==> run_1/metal_stack.png <==
Scale: 8 px per um. Only two layers are drawn.
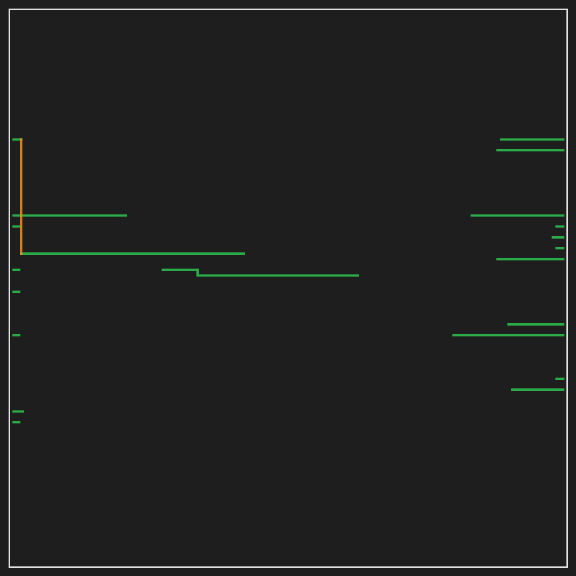
==> run_1/met2.png <==
Scale: 6 px per um. Cells faint in the background.
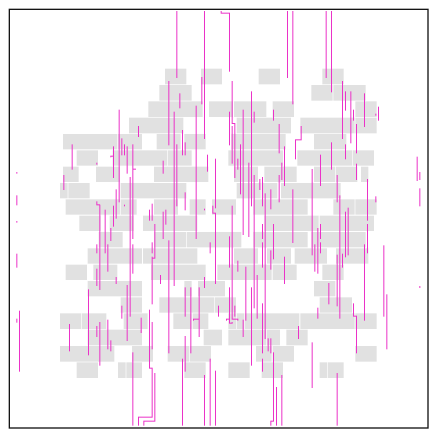
==> run_1/port_nets.png <==
Scale: 6 px per um.
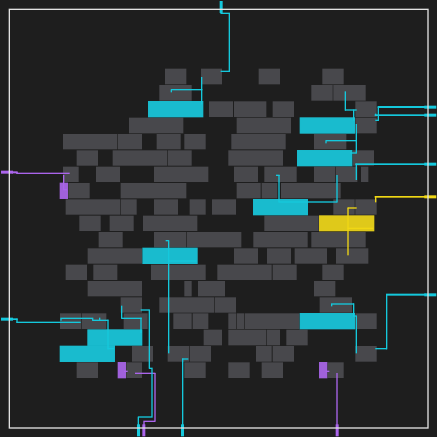
<file path="src/rtl/lz77_pkg.sv">
// Shared types and constants for the LZ77 token path (unpacker and decompression core).
package lz77_pkg;

  localparam int DIST_WIDTH_DEF = 4;
  localparam int LEN_WIDTH_DEF  = 4;

  // Bit positions inside err_status.
  localparam int ERR_TRUNC = 0;
  localparam int ERR_FIELD = 1;
  localparam int ERR_ZDIST = 2;

  typedef enum logic [1:0] {
    S_DIST = 2'd0,
    S_LEN  = 2'd1,
    S_LIT  = 2'd2
  } lz77_state_e;

  // Byte-wide fields so the struct fits any DIST_WIDTH/LEN_WIDTH up to 8.
  typedef struct packed {
    logic [7:0] distance;
    logic [7:0] length;
    logic [7:0] literal;
    logic       last;
  } lz77_token_t;

endpackage

</file>
<file path="src/rtl/lz77_token_slot.sv">
// Single-entry valid/ready holding register; a load and a drain may share one cycle.
module lz77_token_slot
  import lz77_pkg::*;
#(
  parameter int W = 18
) (
  input  logic         clk,
  input  logic         rst,
  input  logic         load,
  input  logic [W-1:0] load_data,
  input  logic         ready,
  output logic         valid,
  output logic [W-1:0] data,
  output logic         can_load
);

  // Handshake: an entry leaves when valid & ready at a rising edge; load is only
  // asserted by the owner while can_load is high, so a held entry is never overwritten.
  assign can_load = !valid || ready;

  always_ff @(posedge clk or posedge rst) begin
    if (rst) begin
      valid <= 1'b0;
      data  <= '0;
    end else if (load) begin
      valid <= 1'b1;
      data  <= load_data;
    end else if (valid && ready) begin
      valid <= 1'b0;
    end
  end

endmodule

</file>
<file path="src/rtl/lz77_token_unpacker.sv">
// Packs 3-byte AXI-Stream groups (distance, length, literal) into LZ77 tokens.
// Optional malformed-input detection is built when LZ77_UNPACK_ERR_CHECK_EN is defined.
module lz77_token_unpacker
  import lz77_pkg::*;
#(
  parameter int DIST_WIDTH = DIST_WIDTH_DEF,
  parameter int LEN_WIDTH  = LEN_WIDTH_DEF
) (
  input  logic                  clk,
  input  logic                  rst,
  input  logic [7:0]            s_axis_tdata,
  input  logic                  s_axis_tvalid,
  output logic                  s_axis_tready,
  input  logic                  s_axis_tlast,
  output logic                  out_valid,
  input  logic                  out_ready,
  output logic [DIST_WIDTH-1:0] out_distance,
  output logic [LEN_WIDTH-1:0]  out_length,
  output logic [7:0]            out_literal,
  output logic                  out_last,
  output logic [2:0]            err_status,
  output lz77_state_e           dbg_state
);

  localparam int TW = DIST_WIDTH + LEN_WIDTH + 9;

  lz77_state_e           state_q, state_d;
  logic [DIST_WIDTH-1:0] dist_q;
  logic [LEN_WIDTH-1:0]  len_q;
  logic                  byte_acc;
  logic                  slot_load;
  logic                  slot_can_load;
  logic                  abort;
  logic [TW-1:0]         slot_data;

`ifdef LZ77_UNPACK_ERR_CHECK_EN
  assign abort = s_axis_tlast;
`else
  assign abort = 1'b0;
`endif

  assign byte_acc  = s_axis_tvalid && s_axis_tready;
  assign dbg_state = state_q;

  always_ff @(posedge clk or posedge rst) begin
    if (rst) state_q <= S_DIST;
    else     state_q <= state_d;
  end

  // tready depends only on state and out_ready, never on tvalid.
  always_comb begin
    state_d       = state_q;
    s_axis_tready = 1'b1;
    slot_load     = 1'b0;
    case (state_q)
      S_DIST: if (byte_acc) state_d = abort ? S_DIST : S_LEN;
      S_LEN:  if (byte_acc) state_d = abort ? S_DIST : S_LIT;
      S_LIT: begin
        s_axis_tready = slot_can_load;
        if (byte_acc) begin
          slot_load = 1'b1;
          state_d   = S_DIST;
        end
      end
      default: state_d = S_DIST;
    endcase
  end

  always_ff @(posedge clk or posedge rst) begin
    if (rst) begin
      dist_q <= '0;
      len_q  <= '0;
    end else if (byte_acc) begin
      if (state_q == S_DIST) dist_q <= s_axis_tdata[DIST_WIDTH-1:0];
      if (state_q == S_LEN)  len_q  <= s_axis_tdata[LEN_WIDTH-1:0];
    end
  end

  lz77_token_slot #(.W(TW)) u_slot (
    .clk       (clk),
    .rst       (rst),
    .load      (slot_load),
    .load_data ({dist_q, len_q, s_axis_tdata, s_axis_tlast}),
    .ready     (out_ready),
    .valid     (out_valid),
    .data      (slot_data),
    .can_load  (slot_can_load)
  );

  assign {out_distance, out_length, out_literal, out_last} = slot_data;

`ifdef LZ77_UNPACK_ERR_CHECK_EN
  logic [2:0] err_q;

  // Shifting instead of slicing keeps the upper-bit test legal when a field is 8 bits wide.
  always_ff @(posedge clk or posedge rst) begin
    if (rst) begin
      err_q <= '0;
    end else if (byte_acc) begin
      case (state_q)
        S_DIST: begin
          if (s_axis_tlast) err_q[ERR_TRUNC] <= 1'b1;
          if ((s_axis_tdata >> DIST_WIDTH) != 8'd0) err_q[ERR_FIELD] <= 1'b1;
        end
        S_LEN: begin
          if (s_axis_tlast) err_q[ERR_TRUNC] <= 1'b1;
          if ((s_axis_tdata >> LEN_WIDTH) != 8'd0) err_q[ERR_FIELD] <= 1'b1;
        end
        S_LIT: if (dist_q == '0 && len_q != '0) err_q[ERR_ZDIST] <= 1'b1;
        default: ;
      endcase
    end
  end

  assign err_status = err_q;
`else
  assign err_status = 3'b000;
`endif

endmodule

</file>
<file path="config.mk">
export PLATFORM = sky130hd
export DESIGN_NAME = lz77_token_unpacker
export DESIGN_NICKNAME = d
export VERILOG_FILES = /design/src/rtl/lz77_pkg.sv /design/src/rtl/lz77_token_slot.sv /design/src/rtl/lz77_token_unpacker.sv
export SDC_FILE = /design/constraint.sdc
export NUM_CORES = 1
export LEC_CHECK = 0
export CAP_MARGIN = 20
export CORE_MARGIN = 8
export CORE_UTILIZATION = 40
export CTS_BUF_LIST = sky130_fd_sc_hd__clkbuf_4 sky130_fd_sc_hd__clkbuf_8 sky130_fd_sc_hd__clkbuf_16
export DETAILED_ROUTE_END_ITERATION = 8
export GPL_TIMING_DRIVEN = 0
export PLACE_DENSITY_LB_ADDON = 0.08
export SETUP_SLACK_MARGIN = 0.5
export SYNTH_ARGS = -nofsm -noshare
export SYNTH_HDL_FRONTEND = slang
export SYNTH_SLANG_ARGS = --single-unit
</file>
<file path="constraint.sdc">
create_clock -name clk -period 4.3 [get_ports clk]
set_clock_uncertainty 0.05 [all_clocks]
set_input_delay 0.43 -clock clk [delete_from_list [all_inputs] [get_ports clk]]
set_output_delay 0.43 -clock clk [all_outputs]
set_load 0.05 [all_outputs]
</file>
==> results.py, run 1 <==
# Auto-generated metrics
metrics = {
    "cells_and_area": {
        "seq_area_share_pct": 43.7,
        "num-nonclk-inverters": 1,
        "area_share_nonclk_buffers_pct": 24.4,
        "comb_area_share_pct": 26.0,
    },
    "synth": {
        "postSynth.asyncResetShare_pct": 100,
        "ff_type": "sky130_fd_sc_hd__dfrtp_1",
    },
    "grt": {
        "grt_util_all_layers_pct": 9.25,
    },
    "critical_path": {
        "worst-path-max-fanout": 5,
    },
    "clock_tree": {
        "cts-htree-levels": 1,
        "post_cts_resized": 0,
        "cts.root.buffer_cell": "sky130_fd_sc_hd__clkbuf_4",
        "clock.latency.late_pin_ps": 320,
        "post_cts_setup_buffers": 0,
    },
    "drt": {
        "drt_iter0_markers": 17,
        "ant_nets": 0,
        "remaining_drc_errors": 0,
    },
    "floorplanning": {
        "placement_rows": 19,
    },
    "status": {
        "outcome": "finished, final reports clean",
    },
    "sta": {
        "final-max-slew-violation-count": 0,
        "final_hold_viol_count": 0,
    },
    "pwr": {
        "seq_power_share_pct": 32.7,
    },
    "place": {
        "detailedPlacementHpwl_um": 1630,
    },
}
Notes on metal_stack.png above:
layer	colour	wire length
met3	green	139 um
met4	orange	14.3 um
Post-Route WL: 2180 um
routed via count: 681

Notes on met2.png above:
wire length on this layer	1,090 um
share of all routed wire	50%
fraction of met2 tracks used by global routing: 14.4%

Notes on port_nets.png above:
port	colour	bits	direction	edge	end cells	buffers	wire
`out_literal`	cyan	8	output	4 right, 2 bottom, 1 top, 1 left	8	8	215 um
`out_last`	yellow	1	output	right	1	1	22.4 um
`err_status`	purple	3	output	2 bottom, 1 left	3	3	35.8 um
Port-buffer cells: 33
Boundary Pins: 37

run 1: cell families (layout without fill, tap and decap cells):
kind of cell,count (synthesis),in the layout,share of synthesized area (%)
xor gates and xnor gates,1,1,0.763
buffers and inverters,5,43,3.27
and+or+nand+nor,9,9,6.22
other,1,3,0.327
muxes,25,25,27.5
AOI/OAI and AO/OA,1,1,0.872
DFF,28,28,61.1
run 1: path summary, 6_finish.rpt:
check / slack [ps] / cells after the start / to
worst max-delay path: 1890 / 3 / s_axis_tready
worst min-delay path: 270 / 2 / u_slot.data[0]
worst max register to register: 2740 / 4 / u_slot.data[4]
worst min register to register: 470 / 1 / u_slot.data[16]
max in group asynchronous: 3520 / 3 / u_slot.data[12]
min in group clk: 470 / 1 / u_slot.data[16]
run 1: state kept, by name, summed over array words and instances (netlist names):
name          count
u_slot.valid      1
dbg_state         2
len_q             4
dist_q            4
u_slot.data      17
run 1: layer usage:
metal,vias to the layer above,wire length [um],GRT usage [%]
li1,311,-,-
met1,346,940,11.5
met2,22,1090,14.4
met3,2,138,4.43
met4,0,14,1.37
met5,-,0,0
run 1: layout by cell type (no fill, tap or decap):
cell,instances
sky130_fd_sc_hd__clkdlybuf4s50_1,33
sky130_fd_sc_hd__buf_6,1
sky130_fd_sc_hd__buf_16,1
sky130_fd_sc_hd__inv_1,1
sky130_fd_sc_hd__nor2_1,1
sky130_fd_sc_hd__conb_1,3
sky130_fd_sc_hd__a21bo_2,1
sky130_fd_sc_hd__nand3b_1,2
sky130_fd_sc_hd__mux2_2,16
sky130_fd_sc_hd__dfrtp_1,28
sky130_fd_sc_hd__clkbuf_4,3
sky130_fd_sc_hd__buf_4,3
sky130_fd_sc_hd__nor3b_2,1
sky130_fd_sc_hd__nand3_4,1
sky130_fd_sc_hd__mux2_4,9
sky130_fd_sc_hd__and2b_2,1
sky130_fd_sc_hd__nand2b_1,1
sky130_fd_sc_hd__nand2_1,2
sky130_fd_sc_hd__bufinv_16,1
sky130_fd_sc_hd__xnor2_1,1
run 1: worst register-to-register path: stages (launching register included):
cell and delay, ps:
sky130_fd_sc_hd__dfrtp_1 460, sky130_fd_sc_hd__and2b_2 280, sky130_fd_sc_hd__nand3_4 160, sky130_fd_sc_hd__buf_6 220, sky130_fd_sc_hd__mux2_4 300
run 1: metrics by stage:
| stage | power (mW) | cells | worst slack [ps] | hold slack [ps] |
|---|---|---|---|---|
| 2_1_floorplan | 1.02 | 72 | 2440 | 425 |
| 3_3_place_gp | 1.26 | 136 | 2030 | 431 |
| 3_5_place_dp | 1.27 | 136 | 2030 | 443 |
| 4_1_cts | 1.44 | 140 | 1870 | 475 |
| 5_1_grt | 1.50 | 141 | 1820 | 258 |
| 6_report | 1.43 | 141 | 1890 | 274 |
run 1: power groups by stage:
| stage | clock [mW] | sequential, mW | combinational, mW |
|---|---|---|---|
| after floorplan | 0 | 0.792 | 0.226 |
| after global placement | 0 | 0.468 | 0.788 |
| after detailed placement | 0 | 0.476 | 0.795 |
| after CTS | 0.174 | 0.469 | 0.798 |
| after global routing | 0.187 | 0.484 | 0.824 |
| final | 0.170 | 0.467 | 0.790 |
--- run 2 (diff from run 1) ---
clock period = 2.1 ns   (was 4.3 ns; I/O delays follow)
==> results.py, run 2 <==
# Auto-generated metrics
metrics = {
    "status": {
        "outcome": "finished, final reports clean",
    },
    "place": {
        "finalWeightedCongestion": 0.667,
        "place_ws_ps": 245,
        "detailedPlacementHpwl_um": 1570,
        "placement.io_buffers": 33,
        "placedCellCount": 136,
    },
    "grt": {
        "grt_util_all_layers_pct": 9.67,
        "antenna_found_initial": 0,
    },
    "synth": {
        "synthDominantAreaCellType": "sky130_fd_sc_hd__dfrtp_1",
        "netlist.top_cell.by_instances": "sky130_fd_sc_hd__dfrtp_1",
        "syn-cell-area_mm2": 0.00115,
        "ff_type": "sky130_fd_sc_hd__dfrtp_1",
        "postSynth.asyncResetShare_pct": 100,
    },
    "clock_tree": {
        "cts-htree-levels": 1,
        "cts.root.buffer_cell": "sky130_fd_sc_hd__clkbuf_4",
        "holdBufCountCts": 0,
        "cts_tree": "done",
    },
    "critical_path": {
        "type_of_the_worst_setup_path": "reg -> out",
        "worst_ep_required_time_ps": 1840,
        "worst-path-max-fanout": 5,
        "critical_path.cell_chain": "and2b_2 -> nand3b_1 -> buf_6",
    },
    "floorplanning": {
        "floorplan.io_pins": 37,
        "placement_rows": 19,
        "floorplan.die_area_mm2": 0.00484,
        "initial_standard_cell_utilization_of_the_core_pct": 42.0,
        "placeable_core_area_mm2": 0.00273,
        "die_y_um": 69.6,
    },
    "cells_and_area": {
        "layout_top_registers": "u_slot.data x17, dist_q x4, len_q x4",
        "final_layout_top_logic_cell": "sky130_fd_sc_hd__dfrtp_1",
        "flip_flop_count_of_the_largest_register_after_layout": 17,
        "finalInstanceArea_mm2": 0.00158,
        "filler_cell_count": 229,
        "registers.top_by_ff_count": "u_slot.data",
        "layoutNonFillerInstCount": 142,
        "layout.cells.most_common_list": "sky130_fd_sc_hd__dfrtp_1 (25), sky130_fd_sc_hd__dlygate4sd2_1 (19), sky130_fd_sc_hd__mux2_2 (16)",
    },
    "sta": {
        "final_hold_viol_count": 0,
        "final.setup.tns_ps": 0,
        "fmax_mhz": 643,
        "postLayoutSetupSlackWorst_ps": 545,
        "hold_ws_ps": 78.1,
        "final-max-slew-violation-count": 0,
    },
    "drt": {
        "drt-pass1-iter-count": 4,
        "drt_iter0_markers": 10,
        "ant_nets": 0,
        "routedWlPerCell_um": 15.2,
        "remaining_drc_errors": 0,
    },
    "pwr": {
        "power.share.combinational_pct": 55.5,
        "seq_power_share_pct": 35.1,
        "p_total_mw": 2.70,
    },
}
[run 2: cell counts after synthesis]
No cell type changed its count.
[run 2: layout make-up]
cell class | count | area, um^2 | share of cell area [%]
timing repair buffer | 35 | 343 | 21.7
buffer | 4 | 33.8 | 2.14
inverter | 1 | 3.75 | 0.238
multi-input combinational | 39 | 417 | 26.4
clock buffer | 4 | 36.3 | 2.30
tap | 31 | 38.8 | 2.46
sequential | 28 | 704 | 44.7
[run 2: worst max-delay path: cells and delay by family (launching register included)]
kind | cells | cell delay, ps
AND/OR/NAND/NOR | 2 | 350
buffers and inverters | 1 | 160
flip-flops | 1 | 460
[run 2: power groups by stage]
stage | clock network, mW | logic (mW) | registers (mW)
5_1_grt | 0.300 | 1.58 | 0.990
3_5_place_dp | 0 | 1.63 | 0.975
3_3_place_gp | 0 | 1.61 | 0.964
6_report | 0.255 | 1.50 | 0.948
4_1_cts | 0.270 | 1.50 | 0.954
2_1_floorplan | 0 | 0.463 | 1.63
[run 2: worst paths after layout]
| path | start | endpoint | slack (ps) | cells after the start |
|---|---|---|---|---|
| worst max register to register | dbg_state[0] | u_slot.data[1] | 560 | 4 |
| worst max-delay path | dbg_state[0] | s_axis_tready | 540 | 3 |
| min in group clk | s_axis_tdata[4] | u_slot.data[5] | 440 | 2 |
| worst min-delay path | rst | u_slot.data[5] | 80 | 2 |
| max in group asynchronous | rst | dbg_state[0] | 1490 | 3 |
| worst min register to register | dbg_state[1] | dbg_state[0] | 450 | 1 |
[run 2: kinds of logic after synthesis]
family | share of synthesized area, %
AND-OR/OR-AND | 0.872
XOR/XNOR | 0.763
buffers and inverters | 3.27
flip-flops | 61.1
multiplexers | 27.5
other | 0.327
AND/OR/NAND/NOR | 6.22
[run 2: timing repair]
action / in CTS / in global routing
pin swaps: 0 / 1
gates resized: 23 / 6
endpoints found under the setup margin: 21 / 5
setup buffers: 0 / 1
[run 2: metal layers]
metal	track usage (%)	up-vias	wire (um)
li1	-	316	-
met1	9.85	333	913
met2	16.1	24	1010
met3	5.58	4	208
met4	3.42	0	29
met5	0	-	0
==> run_2/met2.png <==
Scale: 6 px per um. Cells faint in the background.
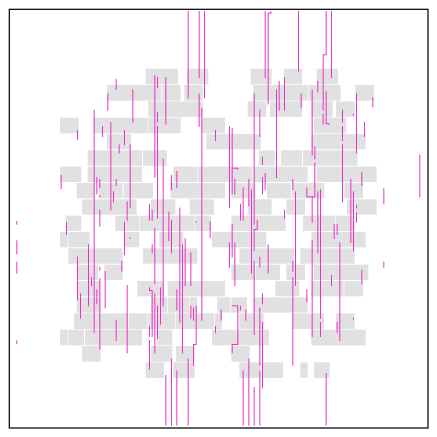
longest straight run	37.1 um
nets with wire on the layer	116
share of all routed wire	47%
wire length on this layer	1,010 um
main direction	vertical
fraction of met2 tracks used by global routing: 16.1%
Post-Route WL: 2160 um
routed via count: 677

==> run_2/final_clocks.png <==
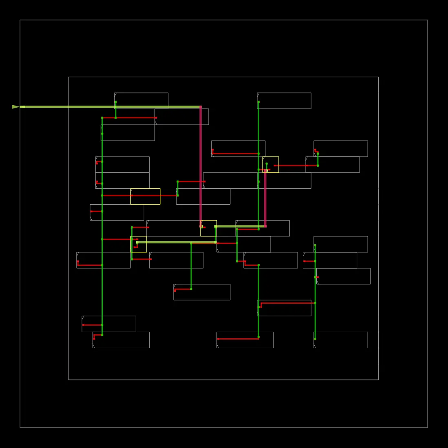
reported clock group power: 0.255 mW
Seq cells: 28
clk latency late pin: 320 ps

--- run 3 (diff from run 2) ---
clock period = 1.3 ns   (was 2.1 ns; I/O delays follow)
==> results.py, run 3 <==
# Auto-generated metrics
metrics = {
    "cells_and_area": {
        "layout_top_registers": "u_slot.data x17, dist_q x4, len_q x4",
        "layout.nets": 142,
        "final_layout_top_logic_cell": "sky130_fd_sc_hd__dfrtp_1",
        "layout.cells.most_common_list": "sky130_fd_sc_hd__dfrtp_1 (25), sky130_fd_sc_hd__buf_6 (24), sky130_fd_sc_hd__mux2_4 (16)",
        "registers.top_by_ff_count": "u_slot.data",
    },
    "pwr": {
        "p_total_mw": 5.34,
        "seq_power_share_pct": 29.9,
    },
    "drt": {
        "drt-pass1-iter-count": 3,
        "remaining_drc_errors": 0,
        "ant_nets": 0,
        "totalWireLength_um": 2310,
        "drt_iter0_markers": 28,
        "vias": 739,
    },
    "floorplanning": {
        "placeable_core_area_mm2": 0.00273,
        "die_y_um": 69.6,
        "floorplan.die_area_mm2": 0.00484,
        "placement_rows": 19,
        "initial_standard_cell_utilization_of_the_core_pct": 42.0,
        "floorplan.io_pins": 37,
    },
    "synth": {
        "yosys.area_share.xor_xnor_pct": 0.763,
        "syn-cell-area_mm2": 0.00115,
        "postSynth.asyncResetShare_pct": 100,
        "synth_area_in_simple_gates_pct": 6.22,
        "synth.logic.top_family": "multiplexers",
        "yosys-mux-area-fraction_pct": 27.5,
        "synthDominantAreaCellType": "sky130_fd_sc_hd__dfrtp_1",
        "synth_compound_gate_area_share_pct": 0.872,
        "netlist.top_cell.by_instances": "sky130_fd_sc_hd__dfrtp_1",
    },
    "sta": {
        "setup_viol_count_final": 27,
        "final.setup.tns_ps": -2980,
        "postLayoutSetupSlackWorst_ps": -152,
        "final_hold_viol_count": 0,
        "fmax_mhz": 689,
    },
    "critical_path": {
        "type_of_the_worst_setup_path": "reg -> out",
        "critPathCapture": "s_axis_tready",
        "worst_ep_required_time_ps": 1120,
        "worstReg2RegStart": "dbg_state[0]",
        "worstRegToRegCells": 4,
        "critical_path.cell_chain": "and2b_2 -> nand3b_1 -> buf_6",
        "crit-reg2reg-capture": "u_slot.data[16]",
        "setup.reg_to_reg.worst_slack_ps": -140,
    },
    "grt": {
        "antenna_found_initial": 0,
        "grt_util_all_layers_pct": 10.1,
    },
    "clock_tree": {
        "cts.root.buffer_cell": "sky130_fd_sc_hd__clkbuf_4",
        "holdBufCountCts": 0,
        "cts_tree": "done",
    },
    "place": {
        "finalWeightedCongestion": 0.653,
        "placement.io_buffers": 33,
    },
    "status": {
        "outcome": "finished, violations left",
        "failing_checks": "negative setup slack",
    },
}
-- run 3: cell counts after synthesis --
Identical to the previous run, type by type.
-- run 3: logic make-up (layout without fill, tap and decap cells) --
| kind of cell | after synthesis | count (layout) |
|---|---|---|
| flops | 28 | 28 |
| mux | 25 | 25 |
| simple gates | 9 | 9 |
| buf+inv | 5 | 61 |
| other cells | 1 | 3 |
| compound gates | 1 | 1 |
| xor+xnor | 1 | 1 |
-- run 3: critical path, delay by kind of cell, from the launching register on --
family | cells | cell delay, ps
buf+inv | 1 | 160
flops | 1 | 450
simple gates | 2 | 330
-- run 3: power by group through the flow --
stage               registers, mW  logic [mW]  clock network [mW]
global route                 1.66        3.52               0.438
detailed placement           1.59        2.62                   0
finish                       1.60        3.36               0.380
CTS                          1.60        3.25               0.400
global placement             1.56        2.61                   0
floorplan                    2.63       0.753                   0
-- run 3: cell type report --
type,count,area (um^2)
fillers,204,887
multi-input cells,39,453
flip-flops and latches,28,704
repair buffers,52,571
plain buffers,4,42.5
inverters,1,7.51
well taps,31,38.8
clock buffers,4,30.0
-- run 3: worst min-delay path by stage --
stage / startpoint / endpoint
5_1_grt: rst / u_slot.data[2]
3_3_place_gp: dbg_state[1] / dbg_state[0]
4_1_cts: rst / u_slot.data[2]
6_report: rst / u_slot.data[2]
3_5_place_dp: dbg_state[1] / dbg_state[0]
2_1_floorplan: rst / dist_q[0]
-- run 3: what timing repair did --
item / in CTS / in global routing
resized: 165 / 4
setup buffers: 12 / 6
gates cloned: 1 / 0
pin swaps: 3 / 1
endpoints found under the setup margin: 77 / 49
-- run 3: layer usage --
metal  track usage [%]  vias up  part of all wire, %
met2              15.2       22                   46
met5                 0        -                    0
li1                  -      351                    -
met3              4.72        2                  7.4
met1              12.7      364                   46
met4              2.05        0                 0.52
-- run 3: per-stage QoR --
step,util [%],cells,hold WS [ps],setup WS [ps],area [um^2]
after CTS,65.4,153,160,-164,1790
final,67.6,159,144,-152,1850
after global placement,56.0,136,417,-418,1530
after detailed placement,56.0,136,430,-421,1530
after global routing,67.6,159,173,-220,1850
after floorplan,-,72,145,-268,1160
==> run_3/port_nets.png <==
Scale: 6 px per um.
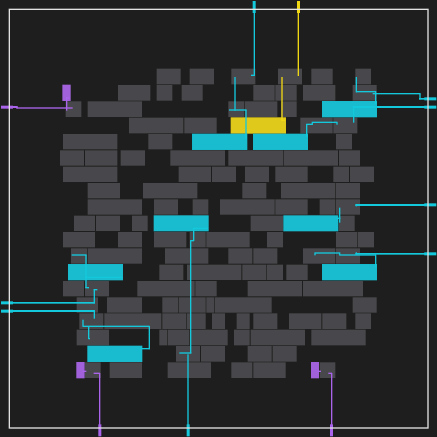

==> run_3/zoom.png <==
Region (42, 42) to (62, 62) um. Cells in grey, sequential cells in the stronger grey; small squares are vias.
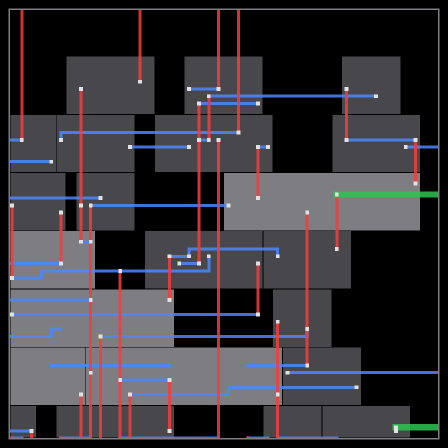
layer	colour
met1	blue
met2	red
met3	green
cells with their middle in the window	18
most frequent	clkdlybuf4s50_1 (4), buf_6 (4), buf_4 (4)
sequential cells in the window	3
netlist names of flops here include	`u_slot.data` (3)

Power and IR drop assume default switching activity.
